Fig. 1: placement by cell class
Bar = 100 um. Fill, decap, tap and diode cells in grey.
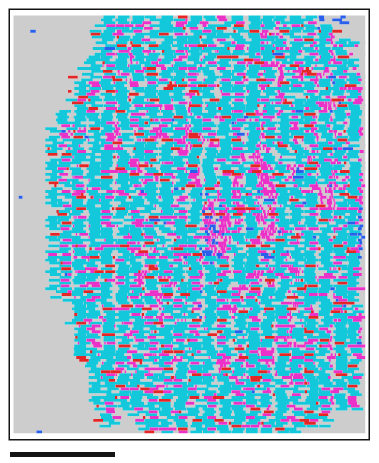
Fig. 2: clock wiring as the flow saved it
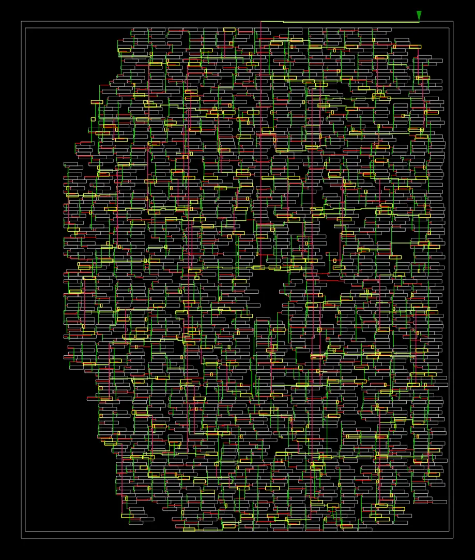
Fig. 3: signal wires on met2
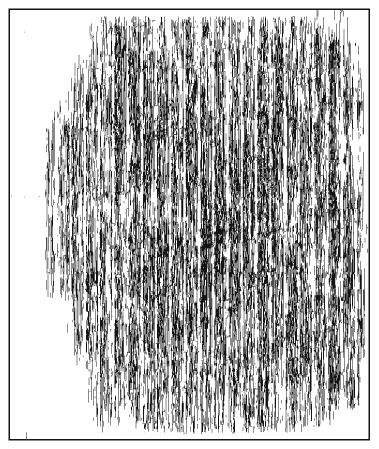
$ cat src/rtl/spi_ram_burst_if.sv
// Frame-in / read-data-out handshake bundle for spi_ram_burst.
// The master side drives frames and the read-data ready; the slave is the RAM back end.
interface spi_ram_burst_if #(
  parameter int unsigned MEM_WIDTH = 8
);
  logic [MEM_WIDTH+1:0] din;
  logic                 rx_valid;
  logic                 rx_ready;
  logic [MEM_WIDTH-1:0] dout;
  logic                 tx_valid;
  logic                 tx_ready;
  logic                 err;

  modport master (
    output din, rx_valid, tx_ready,
    input  rx_ready, dout, tx_valid, err
  );

  modport slave (
    input  din, rx_valid, tx_ready,
    output rx_ready, dout, tx_valid, err
  );
endinterface

$ cat src/rtl/spi_ram_burst.sv
// SPI RAM back end: executes decoded address/data frames against an internal memory,
// with optional pointer auto-increment, ready/valid handshakes and an illegal-command pulse.
module spi_ram_burst #(
   parameter int unsigned MEM_DEPTH = 256,
   parameter int unsigned ADDR_SIZE = 8,
   parameter int unsigned MEM_WIDTH = 8,
   parameter int unsigned BURST_EN  = 1
) (
   input logic            clk,
   input logic            rst_n,
   spi_ram_burst_if.slave bus
);

   localparam logic [1:0] CmdWrAddr = 2'b00;
   localparam logic [1:0] CmdWrData = 2'b01;
   localparam logic [1:0] CmdRdAddr = 2'b10;
   localparam logic [1:0] CmdRdData = 2'b11;
   localparam logic [ADDR_SIZE-1:0] LastAddr = ADDR_SIZE'(MEM_DEPTH - 1);

   typedef enum logic [0:0] {StIdle, StTxHold} state_e;

   state_e               state_q, state_d;
   logic [ADDR_SIZE-1:0] wr_ptr_q, wr_ptr_d;
   logic [ADDR_SIZE-1:0] rd_ptr_q, rd_ptr_d;
   logic                 rd_armed_q, rd_armed_d;
   logic [MEM_WIDTH-1:0] dout_q, dout_d;
   logic                 tx_valid_q, tx_valid_d;
   logic                 err_q, err_d;
   logic                 mem_we;

   logic [MEM_WIDTH-1:0] mem [MEM_DEPTH];

   logic [1:0]           cmd;
   logic [MEM_WIDTH-1:0] payload;
   logic [ADDR_SIZE-1:0] addr;
   logic                 addr_ok;
   logic                 accept;

   // Wrap by compare so non-power-of-two depths never step past the last word.
   function automatic logic [ADDR_SIZE-1:0] bump(input logic [ADDR_SIZE-1:0] p);
      return (p == LastAddr) ? '0 : p + ADDR_SIZE'(1);
   endfunction

   assign cmd          = bus.din[MEM_WIDTH+1:MEM_WIDTH];
   assign payload      = bus.din[MEM_WIDTH-1:0];
   assign addr         = payload[ADDR_SIZE-1:0];
   assign addr_ok      = 32'(addr) < MEM_DEPTH;
   assign bus.rx_ready = rst_n && (state_q == StIdle);
   assign accept       = bus.rx_valid && bus.rx_ready;
   assign bus.dout     = dout_q;
   assign bus.tx_valid = tx_valid_q;
   assign bus.err      = err_q;

   always_comb begin
      state_d    = state_q;
      wr_ptr_d   = wr_ptr_q;
      rd_ptr_d   = rd_ptr_q;
      rd_armed_d = rd_armed_q;
      dout_d     = dout_q;
      tx_valid_d = tx_valid_q;
      err_d      = 1'b0;
      mem_we     = 1'b0;
      unique case (state_q)
         StIdle: begin
            if (accept) begin
               unique case (cmd)
                  CmdWrAddr: begin
                     if (addr_ok) wr_ptr_d = addr;
                     else         err_d    = 1'b1;
                  end
                  CmdWrData: begin
                     mem_we = 1'b1;
                     if (BURST_EN != 0) wr_ptr_d = bump(wr_ptr_q);
                  end
                  CmdRdAddr: begin
                     if (addr_ok) begin
                        rd_ptr_d   = addr;
                        rd_armed_d = 1'b1;
                     end else begin
                        err_d = 1'b1;
                     end
                  end
                  CmdRdData: begin
                     if (rd_armed_q) begin
                        dout_d     = mem[rd_ptr_q];
                        tx_valid_d = 1'b1;
                        state_d    = StTxHold;
                        if (BURST_EN != 0) rd_ptr_d   = bump(rd_ptr_q);
                        else               rd_armed_d = 1'b0;
                     end else begin
                        err_d = 1'b1;
                     end
                  end
                  default: ;
               endcase
            end
         end
         StTxHold: begin
            if (bus.tx_ready) begin
               tx_valid_d = 1'b0;
               state_d    = StIdle;
            end
         end
         default: state_d = StIdle;
      endcase
   end

   always_ff @(posedge clk or negedge rst_n) begin
      if (!rst_n) begin
         state_q    <= StIdle;
         wr_ptr_q   <= '0;
         rd_ptr_q   <= '0;
         rd_armed_q <= 1'b0;
         dout_q     <= '0;
         tx_valid_q <= 1'b0;
         err_q      <= 1'b0;
      end else begin
         state_q    <= state_d;
         wr_ptr_q   <= wr_ptr_d;
         rd_ptr_q   <= rd_ptr_d;
         rd_armed_q <= rd_armed_d;
         dout_q     <= dout_d;
         tx_valid_q <= tx_valid_d;
         err_q      <= err_d;
      end
   end

   // Contents survive reset, so the array has no reset branch.
   always_ff @(posedge clk) begin
      if (mem_we) mem[wr_ptr_q] <= payload;
   end

endmodule

$ cat src/flat_wrapper.sv
// flat-port wrapper written by rule: the top's interface ports become plain ports
module spi_ram_burst_flat 
#(
   parameter int unsigned MEM_DEPTH = 256,
   parameter int unsigned ADDR_SIZE = 8,
   parameter int unsigned MEM_WIDTH = 8,
   parameter int unsigned BURST_EN  = 1
)
  (clk, rst_n, bus_din, bus_rx_valid, bus_tx_ready, bus_rx_ready, bus_dout, bus_tx_valid, bus_err);
  spi_ram_burst_if #(.MEM_WIDTH(MEM_WIDTH)) bus_i ();
  input logic clk;
  input logic rst_n;
  input wire logic [$bits(bus_i.din)-1:0] bus_din;
  input wire logic [$bits(bus_i.rx_valid)-1:0] bus_rx_valid;
  input wire logic [$bits(bus_i.tx_ready)-1:0] bus_tx_ready;
  output wire logic [$bits(bus_i.rx_ready)-1:0] bus_rx_ready;
  output wire logic [$bits(bus_i.dout)-1:0] bus_dout;
  output wire logic [$bits(bus_i.tx_valid)-1:0] bus_tx_valid;
  output wire logic [$bits(bus_i.err)-1:0] bus_err;
  assign bus_i.din = bus_din;
  assign bus_i.rx_valid = bus_rx_valid;
  assign bus_i.tx_ready = bus_tx_ready;
  assign bus_rx_ready = bus_i.rx_ready;
  assign bus_dout = bus_i.dout;
  assign bus_tx_valid = bus_i.tx_valid;
  assign bus_err = bus_i.err;
  spi_ram_burst #(.MEM_DEPTH(MEM_DEPTH), .ADDR_SIZE(ADDR_SIZE), .MEM_WIDTH(MEM_WIDTH), .BURST_EN(BURST_EN)) u_core (.clk(clk), .rst_n(rst_n), .bus(bus_i));
endmodule
$ cat config.mk
export PLATFORM = sky130hd
export DESIGN_NAME = spi_ram_burst_flat
export DESIGN_NICKNAME = d
export VERILOG_FILES = /design/src/rtl/spi_ram_burst_if.sv /design/src/rtl/spi_ram_burst.sv /design/src/flat_wrapper.sv
export SDC_FILE = /design/constraint.sdc
export NUM_CORES = 2
export LEC_CHECK = 0
export CORE_ASPECT_RATIO = 1.2
export CORE_MARGIN = 3
export CORE_UTILIZATION = 60
export DETAILED_ROUTE_END_ITERATION = 8
export HOLD_SLACK_MARGIN = 0.03
export PLACE_DENSITY = 0.77
export SLEW_MARGIN = 40
export SYNTH_ARGS = -nofsm -noshare
export SYNTH_HDL_FRONTEND = slang
export SYNTH_SLANG_ARGS = --single-unit
$ cat constraint.sdc
create_clock -name clk -period 7.5 [get_ports clk]
set_input_delay 1.875 -clock clk [delete_from_list [all_inputs] [get_ports clk]]
set_output_delay 1.875 -clock clk [all_outputs]
set_load 0.01 [all_outputs]
==> results.sh <==
# implementation run metrics
export IMPL_hpwl_mm=116
export IMPL_ys_ff=2076
export IMPL_common_cells="edfxtp_1, mux4_2, nor2_1"
export IMPL_fmax_mhz=181
export IMPL_instances_no_fill=5914
export IMPL_overflow=0
export IMPL_crit_path_end="bus_rx_ready"
export IMPL_critPathLaunchType="input port"
export IMPL_dr_wl_met2_mm=96.9
export IMPL_synthAoiAreaFrac_pct=3.38
export IMPL_drcViolationCount=0
export IMPL_yosysTopAreaCell="edfxtp_1"
export IMPL_grt_pass1_vias=40900
export IMPL_crit_chain="clkdlybuf4s50_1, buf_4, nor2b_1, clkdlybuf4s50_1"
export IMPL_io_pins=25
export IMPL_cts_buffers=182
export IMPL_hp_start="u_core.state_q"
export IMPL_crit_family="buffers and inverters"
export IMPL_cts_setup_buffers=0
export IMPL_yosys_cell_count_top_type="edfxtp_1"
export IMPL_required_ps=5620
export IMPL_synth_distinct_cells=59
export IMPL_rr_endpoint="u_core.bus.dout[1]"
export IMPL_ant_nets=0
export IMPL_status="finished, final reports clean"
export IMPL_avgSynthCellArea_um2=20.5
export IMPL_routed_via_density=6.94
export IMPL_top_area_share_pct=76.2
export IMPL_routedLengthMet1_mm=70.9
export IMPL_synth_chip_area_um2=80700
export IMPL_hold_class="reg2reg"
export IMPL_fillers=8050
export IMPL_clock_skew_ps=44.7
export IMPL_top_layer="met5"
export IMPL_r2r_start="u_core.rd_ptr_q[1]"
export IMPL_cts_hold_buf=0
export IMPL_fp_util_pct=60.8
export IMPL_cp_slowest_stage_delay_ps=640
export IMPL_path_depth=4
export IMPL_power_density_nw_per_um2=296
export IMPL_pre_cts_ws_ps=1440
export IMPL_startpoint="rst_n"
export IMPL_use_met3_pct=6.17
export IMPL_h_tree_depth=4
export IMPL_gp_congestion=0.934
export IMPL_log_warning_count=50
export IMPL_drtPass1Iterations=6
export IMPL_hold_end="u_core.bus.tx_valid"
export IMPL_maxSlewViolCount=0
export IMPL_grt_use_met1_pct=40.2
export IMPL_tightest_slew_ps=902
export IMPL_placed_area_um2=82900
export IMPL_yosysWarnings=0
export IMPL_synth_xor_area_share_pct=0
export IMPL_crit_slowest_cell="clkdlybuf4s50_1"
export IMPL_critPathMaxFanout=30
export IMPL_grt_use_total_pct=29.1
export IMPL_async_flop_share_pct=1.35
export IMPL_leakage_nw=27.3
export IMPL_path_class="in2out"
export IMPL_lay_top_cells="edfxtp_1, mux4_2, nor2_1"
export IMPL_die_h_um=408
export IMPL_setup_tns_ps=0
export IMPL_syn_area_um2=80700
export IMPL_ys_seq_share_pct=77.0
export IMPL_post_drt_wl_per_cell_um=33.7
export IMPL_fin_nets=4001
export IMPL_p_total_mw=26.3
export IMPL_ys_cells=3933
export IMPL_finalHoldViolCount=0
export IMPL_topCombFamilyByArea="multiplexers"
export IMPL_largest_reg_flops=2048
export IMPL_drive_gt1_share_pct=20.4
export IMPL_syn_to_final_growth_pct=10.1
export IMPL_routed_wl_mm=199
export IMPL_port_buffers=24
export IMPL_max_cap_violations=0
export IMPL_clock_sinks=2076
export IMPL_finalWorstSetupSlack_ps=1980
export IMPL_edf_count=2048
export IMPL_cp_num_buf_inv=3
export IMPL_reg2regPathDepth=7
export IMPL_drtIter0Drc=6158
export IMPL_ir_worst_vdd_v=0.000283
export IMPL_max_slew_margin_rel_pct=39.7
export IMPL_antenna_found_initial=5
export IMPL_mux_share_pct=14.8
export IMPL_clk_pin_slew_ps=70
export IMPL_top_register="u_core.mem"
export IMPL_final_util_pct=66.9
export IMPL_setup_viol=0
export IMPL_core_um2=133000
export IMPL_holdPathStages=1
export IMPL_synthTopCellsByArea="edfxtp_1, mux4_2, mux2i_1"
export IMPL_die_w_um=341
export IMPL_syn_inst=3933
export IMPL_top_usage_layer="met2"
export IMPL_flop_cell="edfxtp_1"
export IMPL_grt_pass1_wl_mm=291
export IMPL_tritoncts="built"
export IMPL_reg2reg_slack_ps=2980
export IMPL_rsz0062_at_grt="false"
export IMPL_grt_max_degree=146
export IMPL_die_area_um2=139000
export IMPL_post_place_cells=5571
export IMPL_clockRootBuffer="clkbuf_16"
export IMPL_crit_arrival_ps=3640
export IMPL_worst_hold_slack_ps=517
export IMPL_synth_nets=3952
export IMPL_wl_met3_mm=22.0
export IMPL_std_cell_rows=146
export IMPL_period_minus_slack_ps=5520
export IMPL_clockBufferDepth=3
export IMPL_crit_top_cell="clkdlybuf4s50_1"
export IMPL_period_used_pct=73.6
export IMPL_yosys_area_share_simple_pct=3.08
-- Fig. 1 (at the start) --
Key: cyan = registers [cells 2076]; blue = remaining buffers and delay cells [cells 101]; red = clock drivers and dummy loads [cells 335]; magenta = remaining logic cells [cells 1621]
Finished Cell Area: 88900 um2
Seq area share: 70.0%

-- Fig. 2 (at the start) --
Flop Count: 2076
clk ins delay skew pair: 830 ps

-- Fig. 3 (at the start) --
The wires run mostly vertical. 3672 nets have wire on it. The longest straight run is 161 um. The layer carries 96.9 mm of wire. The layer holds 49% of the routed length.
global-route met2 utilization: 45.7%
routed vias: 41100

[cell type report]
cell class / count / area (um2) / share of cell area, %
flip-flops and latches: 2076 / 62200 / 70.0
multi-input cells: 1610 / 17400 / 19.5
clock buffers: 210 / 4760 / 5.36
well taps: 1776 / 2220 / 2.50
repair buffers: 101 / 1150 / 1.30
clock inverters: 125 / 1090 / 1.23
inverters: 11 / 42.5 / 0.0479
diodes: 5 / 12.5 / 0.0141
[where the power goes]
group | internal [mW] | total [mW] | switching, mW | leakage [nW]
Clock | 5.14 | 9.25 | 4.11 | 2.87
Combinational | 1.63 | 4.09 | 2.47 | 5.66
Sequential | 12.8 | 13.0 | 0.206 | 18.7
Total | 19.6 | 26.3 | 6.78 | 27.3
No activity file was given, so power comes from the tool's default toggle rates.
